===== src/rtl/poro_pkg.sv =====
// Shared encodings and widths for the Poro Round-Up game-level controller.
package poro_pkg;

    typedef enum logic [1:0] {
        ST_IDLE = 2'd0,
        ST_PLAY = 2'd1,
        ST_OVER = 2'd2
    } game_state_t;

    localparam int SCREEN_X_MAX = 319;
    localparam int BLITZ_X      = 43;
    localparam int SCORE_W      = 10;
    localparam int LIVES_W      = 3;
    localparam int CNT_W        = 6;

    function automatic logic [3:0] popcount8(input logic [7:0] v);
        logic [3:0] n;
        n = '0;
        for (int i = 0; i < 8; i++) begin
            n = n + {3'b000, v[i]};
        end
        return n;
    endfunction

endpackage


===== src/rtl/poro_rr_arb.sv =====
// N-way round-robin arbiter: grant is the first requester at or after the pointer;
// on advance the pointer moves one past the winner.
module poro_rr_arb #(
    parameter int N = 4
) (
    input  logic         clk,
    input  logic         reset,
    input  logic [N-1:0] req,
    input  logic         advance,
    output logic [N-1:0] grant
);
    localparam int PW = (N > 1) ? $clog2(N) : 1;

    logic [PW-1:0] ptr;
    logic [PW-1:0] win;
    logic [PW-1:0] idx;
    logic          found;

    always_comb begin
        grant = '0;
        win   = '0;
        idx   = '0;
        found = 1'b0;
        for (int i = 0; i < N; i++) begin
            idx = PW'((int'(ptr) + i) % N);
            if (!found && req[idx]) begin
                found      = 1'b1;
                grant[idx] = 1'b1;
                win        = idx;
            end
        end
    end

    always_ff @(posedge clk or posedge reset) begin
        if (reset) begin
            ptr <= '0;
        end else if (advance && found) begin
            ptr <= (int'(win) == N - 1) ? '0 : win + PW'(1);
        end
    end

endmodule


===== src/rtl/poro_wave_ctrl.sv =====
// Game-level scheduler: staggered lane release, shared round-robin hook, score and lives.
// Build option PORO_SPEEDUP_EN: spawn gap shrinks with score and dying lanes are re-held.
//
// state   | meaning
// ST_IDLE | power-up; all lanes parked, waiting for start
// ST_PLAY | game running: spawning, hook arbitration, scoring
// ST_OVER | lives exhausted; lanes parked, score/lives frozen until start
module poro_wave_ctrl
    import poro_pkg::*;
#(
    parameter int                 N_LANES     = 4,
    parameter logic [CNT_W-1:0]   SPAWN_GAP   = 6'd40,
    parameter logic [CNT_W-1:0]   HOOK_FRAMES = 6'd20,
    parameter logic [LIVES_W-1:0] START_LIVES = 3'd3,
    parameter logic [SCORE_W-1:0] SCORE_MAX   = 10'd999
) (
    input  logic                clk,
    input  logic                reset,
    input  logic                frame,
    input  logic                start,
    input  logic                hook_fire,
    input  logic [N_LANES-1:0]  hook_req,
    input  logic [N_LANES-1:0]  lane_score,
    input  logic [N_LANES-1:0]  lane_dead,
    output logic [N_LANES-1:0]  lane_hold,
    output logic [N_LANES-1:0]  lane_grab,
    output logic                hook_busy,
    output logic [SCORE_W-1:0]  score,
    output logic [LIVES_W-1:0]  lives,
    output logic [1:0]          state
);
    localparam int IW = $clog2(N_LANES + 1);

    game_state_t        st, st_nxt;
    logic [N_LANES-1:0] score_q, dead_q, dead_rise, catch_v, elig, grant;
    logic [3:0]         n_catch, n_dead;
    logic [SCORE_W:0]   score_sum;
    logic               fire_ok, all_out;
    logic [CNT_W-1:0]   hook_cnt, spawn_cnt, gap;
    logic [IW-1:0]      spawn_idx;

    assign state     = st;
    assign dead_rise = lane_dead & ~dead_q;
    assign catch_v   = score_q & ~lane_score & ~dead_rise;
    assign elig      = hook_req & ~lane_hold;
    assign n_catch   = popcount8(8'(catch_v));
    assign n_dead    = popcount8(8'(dead_rise));
    assign score_sum = {1'b0, score} + {{(SCORE_W - 3){1'b0}}, n_catch};
    assign all_out   = (spawn_idx == IW'(N_LANES));
    // Only accept a fire that will still be in PLAY when the grab pulse appears.
    assign fire_ok   = (st == ST_PLAY) && (st_nxt == ST_PLAY) && hook_fire && !hook_busy;

`ifdef PORO_SPEEDUP_EN
    logic [SCORE_W-1:0] gap_cut;
    assign gap_cut = {1'b0, score[SCORE_W-1:3], 2'b00};
    assign gap = (gap_cut + SCORE_W'(8) >= SCORE_W'(SPAWN_GAP)) ? CNT_W'(8)
               : SPAWN_GAP - gap_cut[CNT_W-1:0];
`else
    assign gap = SPAWN_GAP;
`endif

    always_ff @(posedge clk or posedge reset) begin
        if (reset) st <= ST_IDLE;
        else       st <= st_nxt;
    end

    always_comb begin
        st_nxt = st;
        case (st)
            ST_IDLE, ST_OVER: if (start) st_nxt = ST_PLAY;
            ST_PLAY:          if (lives == '0) st_nxt = ST_OVER;
            default:          st_nxt = ST_IDLE;
        endcase
    end

    poro_rr_arb #(.N(N_LANES)) u_arb (
        .clk     (clk),
        .reset   (reset),
        .req     (elig),
        .advance (fire_ok),
        .grant   (grant)
    );

    always_ff @(posedge clk or posedge reset) begin
        if (reset) begin
            lane_grab <= '0;
            hook_busy <= 1'b0;
            hook_cnt  <= '0;
        end else begin
            lane_grab <= fire_ok ? grant : '0;
            if (st != ST_PLAY || st_nxt != ST_PLAY) begin
                hook_busy <= 1'b0;
                hook_cnt  <= '0;
            end else if (fire_ok) begin
                hook_busy <= 1'b1;
                hook_cnt  <= HOOK_FRAMES;
            end else if (hook_busy && frame) begin
                hook_cnt <= hook_cnt - CNT_W'(1);
                if (hook_cnt == CNT_W'(1)) hook_busy <= 1'b0;
            end
        end
    end

    always_ff @(posedge clk or posedge reset) begin
        if (reset) begin
            score   <= '0;
            lives   <= START_LIVES;
            score_q <= '0;
            dead_q  <= '0;
        end else begin
            score_q <= lane_score;
            dead_q  <= lane_dead;
            if (st != ST_PLAY) begin
                if (start) begin
                    score <= '0;
                    lives <= START_LIVES;
                end
            end else begin
                score <= (score_sum > {1'b0, SCORE_MAX}) ? SCORE_MAX : score_sum[SCORE_W-1:0];
                lives <= ({1'b0, lives} <= n_dead) ? '0 : lives - n_dead[LIVES_W-1:0];
            end
        end
    end

`ifdef PORO_SPEEDUP_EN
    logic [CNT_W-1:0] rs_cnt [N_LANES];
`endif

    always_ff @(posedge clk or posedge reset) begin
        if (reset) begin
            lane_hold <= '1;
            spawn_idx <= '0;
            spawn_cnt <= '0;
`ifdef PORO_SPEEDUP_EN
            for (int i = 0; i < N_LANES; i++) rs_cnt[i] <= '0;
`endif
        end else if (st_nxt != ST_PLAY) begin
            lane_hold <= '1;
            spawn_idx <= '0;
            spawn_cnt <= '0;
        end else if (st == ST_PLAY) begin
            if (frame && !all_out) begin
                if (spawn_cnt == '0) begin
                    for (int i = 0; i < N_LANES; i++) begin
                        if (spawn_idx == IW'(i)) lane_hold[i] <= 1'b0;
                    end
                    spawn_idx <= spawn_idx + IW'(1);
                    spawn_cnt <= gap - CNT_W'(1);
                end else begin
                    spawn_cnt <= spawn_cnt - CNT_W'(1);
                end
            end
`ifdef PORO_SPEEDUP_EN
            // Once the wave is fully out, a dying lane sits out one effective gap.
            if (all_out) begin
                for (int i = 0; i < N_LANES; i++) begin
                    if (dead_rise[i]) begin
                        lane_hold[i] <= 1'b1;
                        rs_cnt[i]    <= gap - CNT_W'(1);
                    end else if (frame && lane_hold[i]) begin
                        if (rs_cnt[i] == '0) lane_hold[i] <= 1'b0;
                        else                 rs_cnt[i] <= rs_cnt[i] - CNT_W'(1);
                    end
                end
            end
`endif
        end
    end

endmodule


===== config.mk =====
export PLATFORM = sky130hd
export DESIGN_NAME = poro_wave_ctrl
export DESIGN_NICKNAME = d
export VERILOG_FILES = /design/src/rtl/poro_pkg.sv /design/src/rtl/poro_rr_arb.sv /design/src/rtl/poro_wave_ctrl.sv
export SDC_FILE = /design/constraint.sdc
export NUM_CORES = 1
export LEC_CHECK = 0
export CAP_MARGIN = 20
export CORE_AREA = 2 2 91 93
export CTS_CLUSTER_DIAMETER = 100
export DETAILED_ROUTE_END_ITERATION = 6
export DIE_AREA = 0 0 93 95
export HOLD_SLACK_MARGIN = 0.06
export PLACE_DENSITY = 0.56
export SKIP_CTS_REPAIR_TIMING = 1
export SYNTH_ARGS = -nofsm -noshare
export SYNTH_HDL_FRONTEND = slang
export SYNTH_SLANG_ARGS = --single-unit

===== constraint.sdc =====
create_clock -name clk -period 4.5 [get_ports clk]
set_clock_uncertainty 0.1 [all_clocks]
set_input_delay 0.675 -clock clk [delete_from_list [all_inputs] [get_ports clk]]
set_output_delay 0.675 -clock clk [all_outputs]
set_load 0.05 [all_outputs]

==> summary.txt <==
Implementation numbers.

- The flow ran to the end, and the final reports show no timing, DRC or antenna violations.
- Once layout is done, the placed cells without fillers occupy 0.003669 sq mm.
- The half-perimeter wire length of the detailed placement result is 4687 um.
- The number of antenna violations at the first check in global routing is 0.
- For this run, the detailed router reports a per-instance via density of approximately 5.1.
- Total power normalized to cell area comes to about 530 mW/mm^2.
- The instance tally after logic synthesis is 313.
- The critical path runs through a total of 13 cells.
- VDD sags by at most 0.2333 mV.
- The worst path buffer plus inverter count is 2.
- TritonCTS created 5 clock buffers.
- Synthesis inferred 49 register bits.
- The relative slew slack is 24.98%.
- The net switching power of the design is around 930 uW.
- Setup slack on the worst reg-to-reg path comes out at 0.99 ns.
- The number of DRC violations after detailed-routing iteration 0 is between 90 and 100.
- The final antenna diode tally reported by the flow is 0.
- Per the detailed placement report, the placed cell area equals 0.003573 sq mm.
- The worst register-to-register path depth is 12.
- The final net count is 396.
- The count of nets left with antenna violations once routing finished came out at 0.
- The group drawing the most power is combinational logic.
- The number of global-route vias before repair is 2,303.
- The sum of internal, switching and leakage power is 1.958 mW.
- The worst slack on hold paths is 0.4055 ns.
- Among the non-sequential cells, simple AND/OR/NAND/NOR gates take the most area.
- The end point of the worst hold path is lane_hold[3].
- In the synthesized netlist, the cells that appear most often are 43 x dfrtp_1, 30 x nor2_1, 22 x ha_1, 22 x inv_1, 22 x nand2_1.
- In this run, the synthesized area fraction spent on and/or/nand/nor cells is recorded as 20.56%.
- For this design, the slowest cell found on the critical path is fa_1.
- The TritonCTS clock tree is yes.
- The switching part of the total power is 47.57%.
- The maximum number of pins on one net before global-route repair is approximately 50.
- The critical path's largest stage delay is 0.51 ns.
- After synthesis, the netlist uses 58 different library cells.
- Before antenna repair, the detailed router went through 4 iterations.
- For reference, XOR and XNOR gates occupy 3.406% of the area reported after synthesis.
- The deepest level of the CTS H-tree is 2.
- The required time at the worst-slack endpoint is between 4 and 5 ns.
- The number of standard cells reported by yosys is roughly 310.
- Counting every net in the synthesized netlist gives 358.
- The standard-cell row count is 33.
- The report counts max-capacitance violations totalling 0.
- For this design the static power due to leakage is 1.580 nW.
- The combined area of all synthesized cells is 0.003085 sq mm.
- For reference, the post-synthesis area per instance comes to 9.858 sq um.
- Per the timing report, the achievable frequency comes out to 0.2468 GHz.
- Looking at the cell usage after synthesis, the top flip-flop cell is dfrtp_1.
- The area share of the largest cell type after synthesis is 34.87%.
- The total die size is just under 0.009 sq mm.
- The share of async-settable or async-resettable flops after synthesis is 100.0%.
- Per Yosys stat, the portion of area used by sequential elements is 39.98%.
- Global routing consumed, on the met1 layer, a little over a fifth of the routing resources.
- Global routing consumed, on the met3 layer, 3.033% of the routing resources.
- STA classifies the critical path endpoint as a register.
- The sink count of the clock tree is 49.
- The OpenROAD report gives the critical path a data arrival time of between 4 and 5 ns.
- The chip area line of the yosys report is 0.003085 sq mm.
- Ranked by total cell area, the synthesized netlist is headed by dfrtp_1 35%, ha_1 8.9%, dfstp_2 5.1%.
- Counting stages on the worst path, the most repeated cell is fa_1.
- The type recorded for the worst min-delay path is reg -> reg.
- For reference, the final report shows the hold violation count at 0.
- Sequential power for this build is about 700 uW.
- Summing all multiplexer cells gives an area fraction of 4.785%.
- The shortest period the worst path allows is 4.052 ns.
- The die span in x is about 93 um.
- 41 I/O pins were placed.
- For the worst reg-to-reg path, the startpoint reported by OpenROAD is dead_q[0].
- For this run, the final setup violation count is recorded as 0.
- Counting flops with a built-in enable in the synthesized netlist gives 0.
- The vertical die dimension reported for this design is 95 um.
- The first global-routing pass estimated 11,030 um of wire.
- For reference, the critical path cell chain is clkdlybuf4s50_1 -> nor2b_1 -> or3b_2 -> fa_1 -> fa_1 -> inv_1 -> fa_1 -> and4_1 -> nand2_1 -> xor2_1 -> a2111oi_4 -> nor3_1 -> a31oi_1.
- Warnings raised by the tools during the run amount to 39.
- Dividing the final minimum period by the clock period gives 90.05%.
- The floorplan core density is 38.92%.
- The power report attributes to the sequential group a share of 35.4%.
- The power report attributes to the combinational group a share of 50.3%.
- The most common cell in the synthesized netlist is dfrtp_1.
- The launch point of the worst min-delay path is recorded as lane_hold[3].
- The clock root buffer master is clkbuf_8.
- Per the placement log, port buffering inserted 40 buffers.
- Per the final layout report, the fraction of cells sized above drive strength 1 comes to around a tenth.
- The last weighted congestion value of the routability-driven placer is 0.8526.
- On the worst setup and hold paths after CTS, the clock-pin slew comes to 0.11 ns.
- STA classifies the critical path startpoint as a primary input.
- Per the detail_route report, routed wire per instance is 13.99 um.
- The residual overflow from global routing is 0.
- The transition time of the tightest slew-check pin is 1.125 ns.
- The fraction of the mapped netlist area in adder cells is 12.81%.
- Of all cell types, the one taking the most synthesized area is dfrtp_1.
- In the hold timing report, the worst path depth is 2.
- The cell-internal power is 1.026 mW.
- The critical setup path kind is in -> reg.
- The area added between synthesis and finish is 18.90%.
- Power attributed to combinational cells is 984 uW.
- Setup repair after global routing left no endpoint under its margin.
- The compound-gate portion of the synthesized area is between 10 and 15%.
- The latest clock arrival within the worst-skew pair is 0.31 ns.
- In this design, the largest share of critical-path delay is due to adder cells.
- The worst reg2reg path endpoint is score[2].
- The count of yosys warnings during synthesis is 0.
- The utilization after layout is 46.28%.
- The highest-utilization routing layer at the global route stage is met2.
- The total negative setup slack is 0 ns.
- The final timing report lists a max-slew violation count of 0.
- The number of buffers between clock root and the deepest sink is 2.
- The maximum fanout along the worst path is 5.
- Total global-route track usage over all layers is between 10% and 20%.
[placed cells by master (no fill, tap or decap), types with 4 or more instances in the layout]
cell type         n
nand2_1          22
a31oi_1           4
nor2_1           30
dfrtp_1          43
dfstp_2           6
clkbuf_8          5
nor3_1           12
xor2_1            6
fa_1              6
clkdlybuf4s50_1  40
o21ai_0           9
nand3_1          10
nor2b_1          10
inv_1            21
or3b_2            4
mux2i_1           8
nand4_1           4
ha_1             22
a22o_1            5
xnor2_1           6
a21oi_1          20
[flip-flops by register name, indices dropped and copies added, names as in the netlist, 2 cells and up, named ones only]
| signal | cells |
|---|---|
| lives | 3 |
| score_q | 4 |
| score | 10 |
| state | 2 |
| spawn_idx | 3 |
| spawn_cnt | 6 |
| hook_cnt | 6 |
| lane_grab | 4 |
| lane_hold | 4 |
| dead_q | 4 |
[how the worst max path moves through the flow]
stage | startpoint | endpoint | slack, ns
after floorplan | lane_dead[0] | score[2] | 0.81
after global placement | lane_dead[0] | score[2] | 0.21
after detailed placement | lane_dead[0] | score[2] | 0.12
after CTS | lane_dead[0] | score[2] | 0.46
after global routing | lane_dead[0] | score[1] | 0.24
final | lane_dead[0] | score[2] | 0.45
[per-stage QoR]
step,setup slack [ns],cells
after floorplan,0.8107,313
after global placement,0.2142,449
after detailed placement,0.1217,449
after CTS,0.4605,457
after global routing,0.2403,457
final,0.4479,457
[area by class of cell]
class                           instances  area (sq um)  share of cell area (%)
Tap cell                              105         131.4                   3.581
Sequential cell                        49          1234                   33.63
Clock buffer                            5         68.82                   1.876
Timing Repair Buffer                   41         407.9                   11.12
Multi-Input combinational cell        230          1710                   46.62
Inverter                               24         90.09                   2.456
Clock inverter                          3         26.28                  0.7162
[metal layers]
metal	share of wire, %	vias up
met5	0	-
met4	0.59	0
met3	2.5	2
met2	47	27
met1	50	1138
li1	-	1175
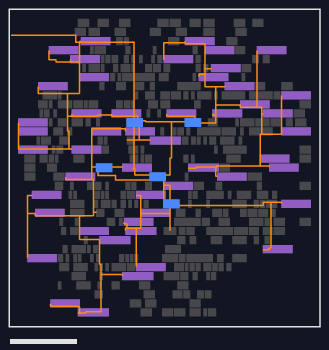
*Clock distribution*
The bar under the picture is 20 um long.
[purple] flip-flops | count: 49
[blue] clock drivers | count: 5
[orange] clock wires | length: 706 um
flops lie: widely spread
routed clock nets: 6
power dissipated in the clock network: 280 uW
part of the total power dissipated in the clock network: 14.3%

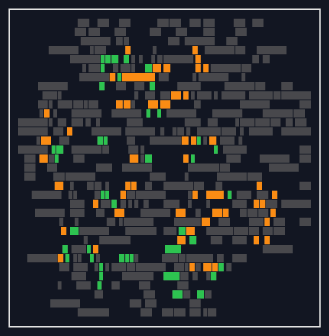
*Gate families picked out*
| color | family | cells |
|---|---|---|
| orange | aoi and oai cells | 52 |
| green | nand cells | 43 |
combinational fraction of the cell area: 46.62%
most frequent standard cell in the layout excluding fill and tap cells: dfrtp_1
final standard cell count with taps included and fillers excluded: 457

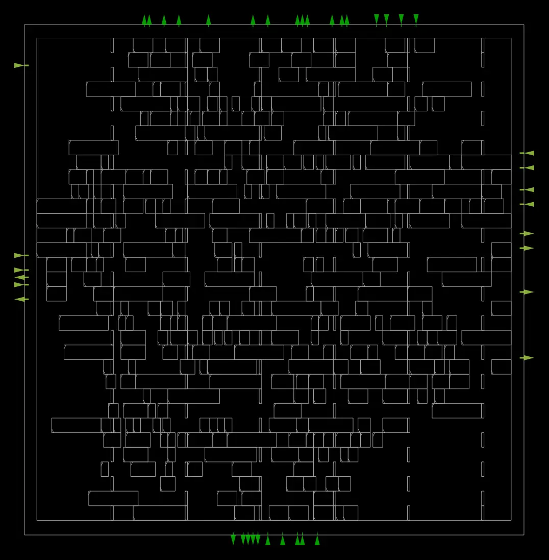
*Placed standard cells*
number of filler instances in the final layout: 791
FFs & Latches: 49
Tap Count: 105
core area: 0.007928 sq mm

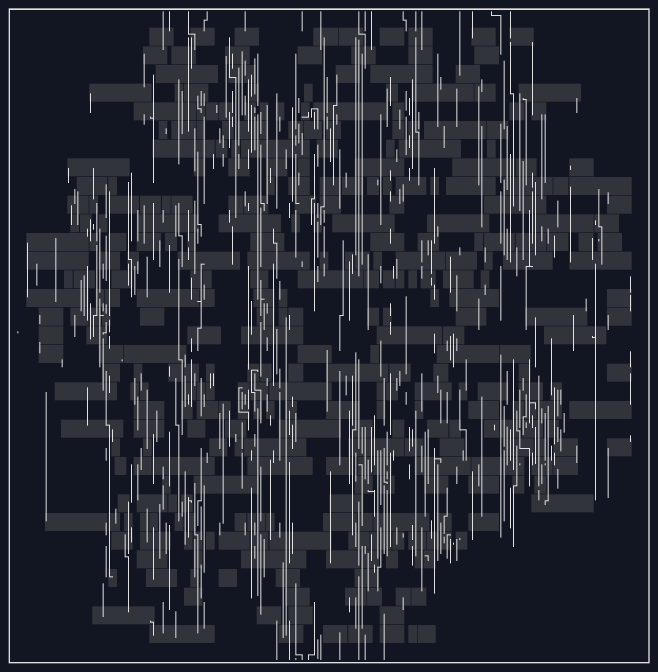
*Metal 2*
Cells faint in the background.
share of all routed wire: 47%
main direction: vertical
global-route track usage on met2: 25.72%
Total Wirelength: 6394 um
total via count in the routed design: 2,342

Power figures rest on the tool's default switching activity, not on a simulated workload.
